Design alu_arbiter, sky130hd; sources not shown.
### Cell placement

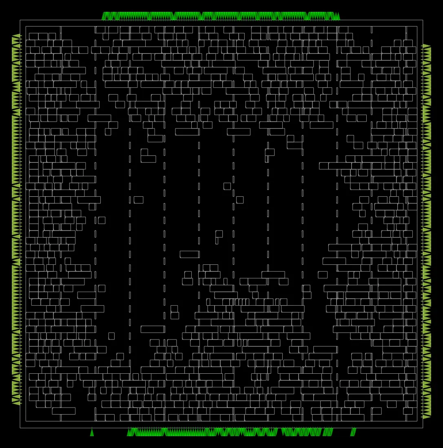
flop count: 112
count of fill cells added during filler insertion: 2381
std cell rows: 58

### Pin map

Scale: 3 px per µm. Pins as bars across the die edge, other pins in grey.
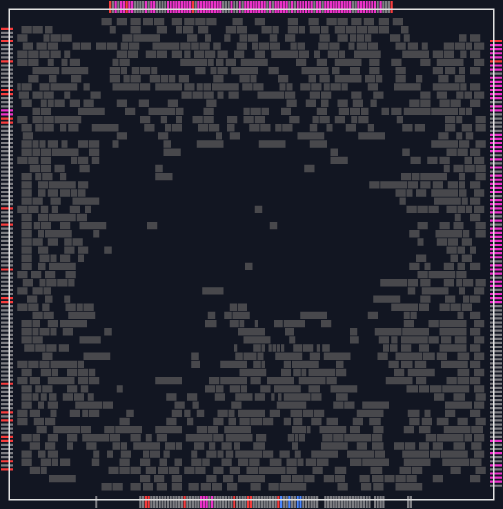
port	colour	pins	direction	edge
`req_vld`	blue	4	input	bottom
`req_opb`	magenta	128	input	69 top, 53 right, 4 bottom, 2 left
`alu_opa`	red	32	output	19 left, 7 bottom, 4 top, 2 right
die width: 161 µm
die outline height: 163 µm
IO buf count: 409

### Metal 2

Scale: 3 px per µm.
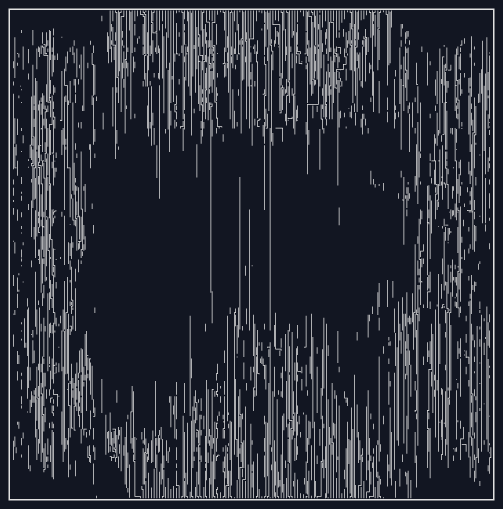
longest straight run	67.3 µm
wire length on this layer	12700 µm
share of all routed wire	50%
total via count after detailed routing: 6533
detailed-route wire length: 25300 µm

### Nets reached from selected ports

Scale: 1.5 px per µm.
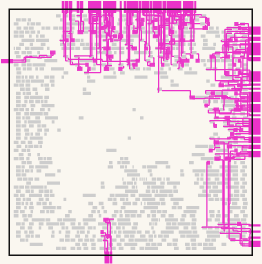
port	colour	bits	direction	end cells	buffers	wire
`req_opb`	magenta	128	input	96	128	4030 µm
num ports: 411

==> results.py <==
# Physical implementation metrics
metrics = {
    "logic_synthesis": {
        "postSynthSeqShare_pct": 43.6,
        "edf_count": 0,
        "mappedNetlistNets": 890,
        "syn-instance-count": 586,
        "synth.ff_latch_count": 112,
        "flop_cell": "sky130_fd_sc_hd__dfrtp_1",
        "synth_area_um2": 6430,
        "post-synth-top-count-cell": "sky130_fd_sc_hd__dfrtp_1",
        "synthXorXnorAreaFrac_pct": 0,
        "yosys_warnings": 0,
        "synth-area-yosys_um2": 6430,
        "ys_top_logic_family": "AND-OR/OR-AND gates",
        "synth_stat.cells": 586,
        "synth-compound-area-share_pct": 28.9,
        "simple_gate_area_share_pct": 15.5,
        "synth.distinct_cells": 36,
        "post-synth-top-area-cell": "sky130_fd_sc_hd__dfrtp_1",
        "yosys.area_share.adder_pct": 0.195,
        "synth_top_area_share_pct": 43.6,
        "netlist_top_cells_area": "sky130_fd_sc_hd__dfrtp_1 44%, sky130_fd_sc_hd__a221o_1 10%, sky130_fd_sc_hd__o311a_1 10%",
        "mux_cell_area_share_after_synthesis_pct": 5.76,
        "postSynthAreaPerCell_um2": 11.0,
        "synth_async_sr_flop_share_pct": 100,
    },
    "sta": {
        "setup-tns-final_ns": 0,
        "slew-limit-headroom_pct": 42.2,
        "count_of_final_max_slew_check_failures": 0,
        "achievable-frequency_mhz": 262,
        "post-route-worst-setup-slack_ns": 1.48,
        "hold_slack_ns": 0.461,
        "hold_viol": 0,
        "post-route-min-period_ns": 3.82,
        "timing.clock.skew_ns": 0.0473,
        "setup-violations-final": 0,
        "rsz_0062_raised_after_global_routing": "false",
        "worst_slew_pin_slew_ns": 0.866,
        "post-route-period-util_pct": 72.0,
    },
    "run_status": {
        "run_status": "complete, no violations",
    },
    "drt": {
        "drt_pre_antenna_iters": 5,
        "detail_route.iter0.violations": 424,
        "viasPerCell": 5.09,
        "route.layer.met1.wl_um": 10300,
        "met2RoutedLength_um": 12700,
        "count_of_antenna_violating_nets_left_after_detailed_routing": 0,
        "dr.max_layer_used": "met4",
        "wire_per_inst_um": 19.7,
        "drt_drc_violations_left": 0,
        "met3_wirelength_from_detailed_routing_um": 1880,
    },
    "pwr": {
        "sequentialPower_w": 0.00133,
        "pwr-share-clk_pct": 12.4,
        "power_density_nw_per_um2": 364,
        "totalPowerFinal_w": 0.00397,
        "power_clock_w": 0.000493,
        "ir_drop_v": 0.000125,
        "net-switching-power_w": 0.00136,
        "p_seq_share_pct": 33.5,
        "power.combinational.fraction_pct": 54.0,
        "p_int_w": 0.00261,
        "top_power_group": "combinational logic",
    },
    "cells_and_area": {
        "share_of_the_final_layout_cell_area_in_multi_input_gates_pct": 29.9,
        "nNetsFinal": 1251,
        "finish.instance_area_um2": 10900,
        "clockNetworkAreaShare_pct": 1.53,
        "logic_gate_count": 401,
        "lay_top_cells": "409 x sky130_fd_sc_hd__clkdlybuf4s50_1, 112 x sky130_fd_sc_hd__dfrtp_1",
        "layout-drive-gt1-share_pct": 7.25,
        "n_all_inverters": 2,
        "areaGrowthSynthToFinish_pct": 69.7,
        "layout.cells.largest_class": "buffers",
        "signal_buffers_share_of_area_pct": 38.9,
        "logic_area_um2": 3270,
        "final_cell_count_no_fill": 1284,
        "finish.utilization_pct": 44.2,
        "nClkBuffers": 9,
        "n_all_buffers": 421,
        "layout_top_cell_excl_fill_tap": "sky130_fd_sc_hd__clkdlybuf4s50_1",
        "n_antenna_cell": 2,
        "seqAreaFraction_pct": 25.7,
        "area_taken_by_flip_flops_and_latches_um2": 2800,
    },
    "clock_network": {
        "cts_tree": "yes",
        "post_cts_resized": 0,
        "clock-root-buffer": "sky130_fd_sc_hd__clkbuf_4",
        "post_cts.repair.setup_buffers": 0,
        "clkTransAtPathRegs_ns": 0.24,
        "clock-sinks": 112,
        "ctsHtreeMaxLevel": 3,
        "clock_buffer_count_from_cts": 9,
        "ctsHoldBuffers": 0,
        "clockBufferDepth": 2,
    },
    "global_route": {
        "globalRouteOverflowTotal": 0,
        "use_met2_pct": 32.7,
        "gr-usage-met3_pct": 4.38,
        "antenna_found_initial": 1,
        "groute.layer.met1.usage_pct": 22.9,
        "global_route_wire_length_before_repair_um": 38300,
        "top_usage_layer": "met2",
        "grt_max_degree": 138,
        "grt_pass1_vias": 6647,
        "globalRouteTotalUtil_pct": 18.6,
    },
    "worst_setup_path": {
        "path_class": "in2reg",
        "worst-r2r-cell-count": 6,
        "r2r_slack_ns": 2.69,
        "crit_path_top_delay_cell": "sky130_fd_sc_hd__or4b_4",
        "crit_path_buffers_inverters": 2,
        "critical_path.top_delay_family": "simple AND/OR/NAND/NOR gates",
        "worstSetupEndpointType": "register",
        "path_cells": "clkdlybuf4s50_1 > nor2b_1 > or4b_4 > buf_12 > and3_1 > o311a_1 > a221o_1",
        "crit_path_start_kind": "input pin",
        "critical_path_depth": 7,
        "critPathArrivalTime_ns": 4.19,
        "slowest_delay_ns": 0.88,
        "worst-endpoint-required_ns": 5.68,
        "worstPathMaxFanout": 81,
    },
    "worst_hold_path": {
        "min_path_cells": 1,
        "holdCritPathClass": "reg2reg",
    },
    "floorplanning": {
        "chipArea_um2": 26200,
        "core_um2": 24700,
        "nWellTaps": 330,
        "core_util_floorplan_pct": 26.1,
    },
    "placed_design": {
        "dp.final_hpwl_um": 17800,
        "post-place-cells": 1265,
        "detailed_place.area_um2": 10700,
        "pre_cts_slack_ns": 0.768,
    },
    "run": {
        "tool_warnings": 30,
        "drv_cap": 0,
    },
}
Power and IR drop assume default switching activity.
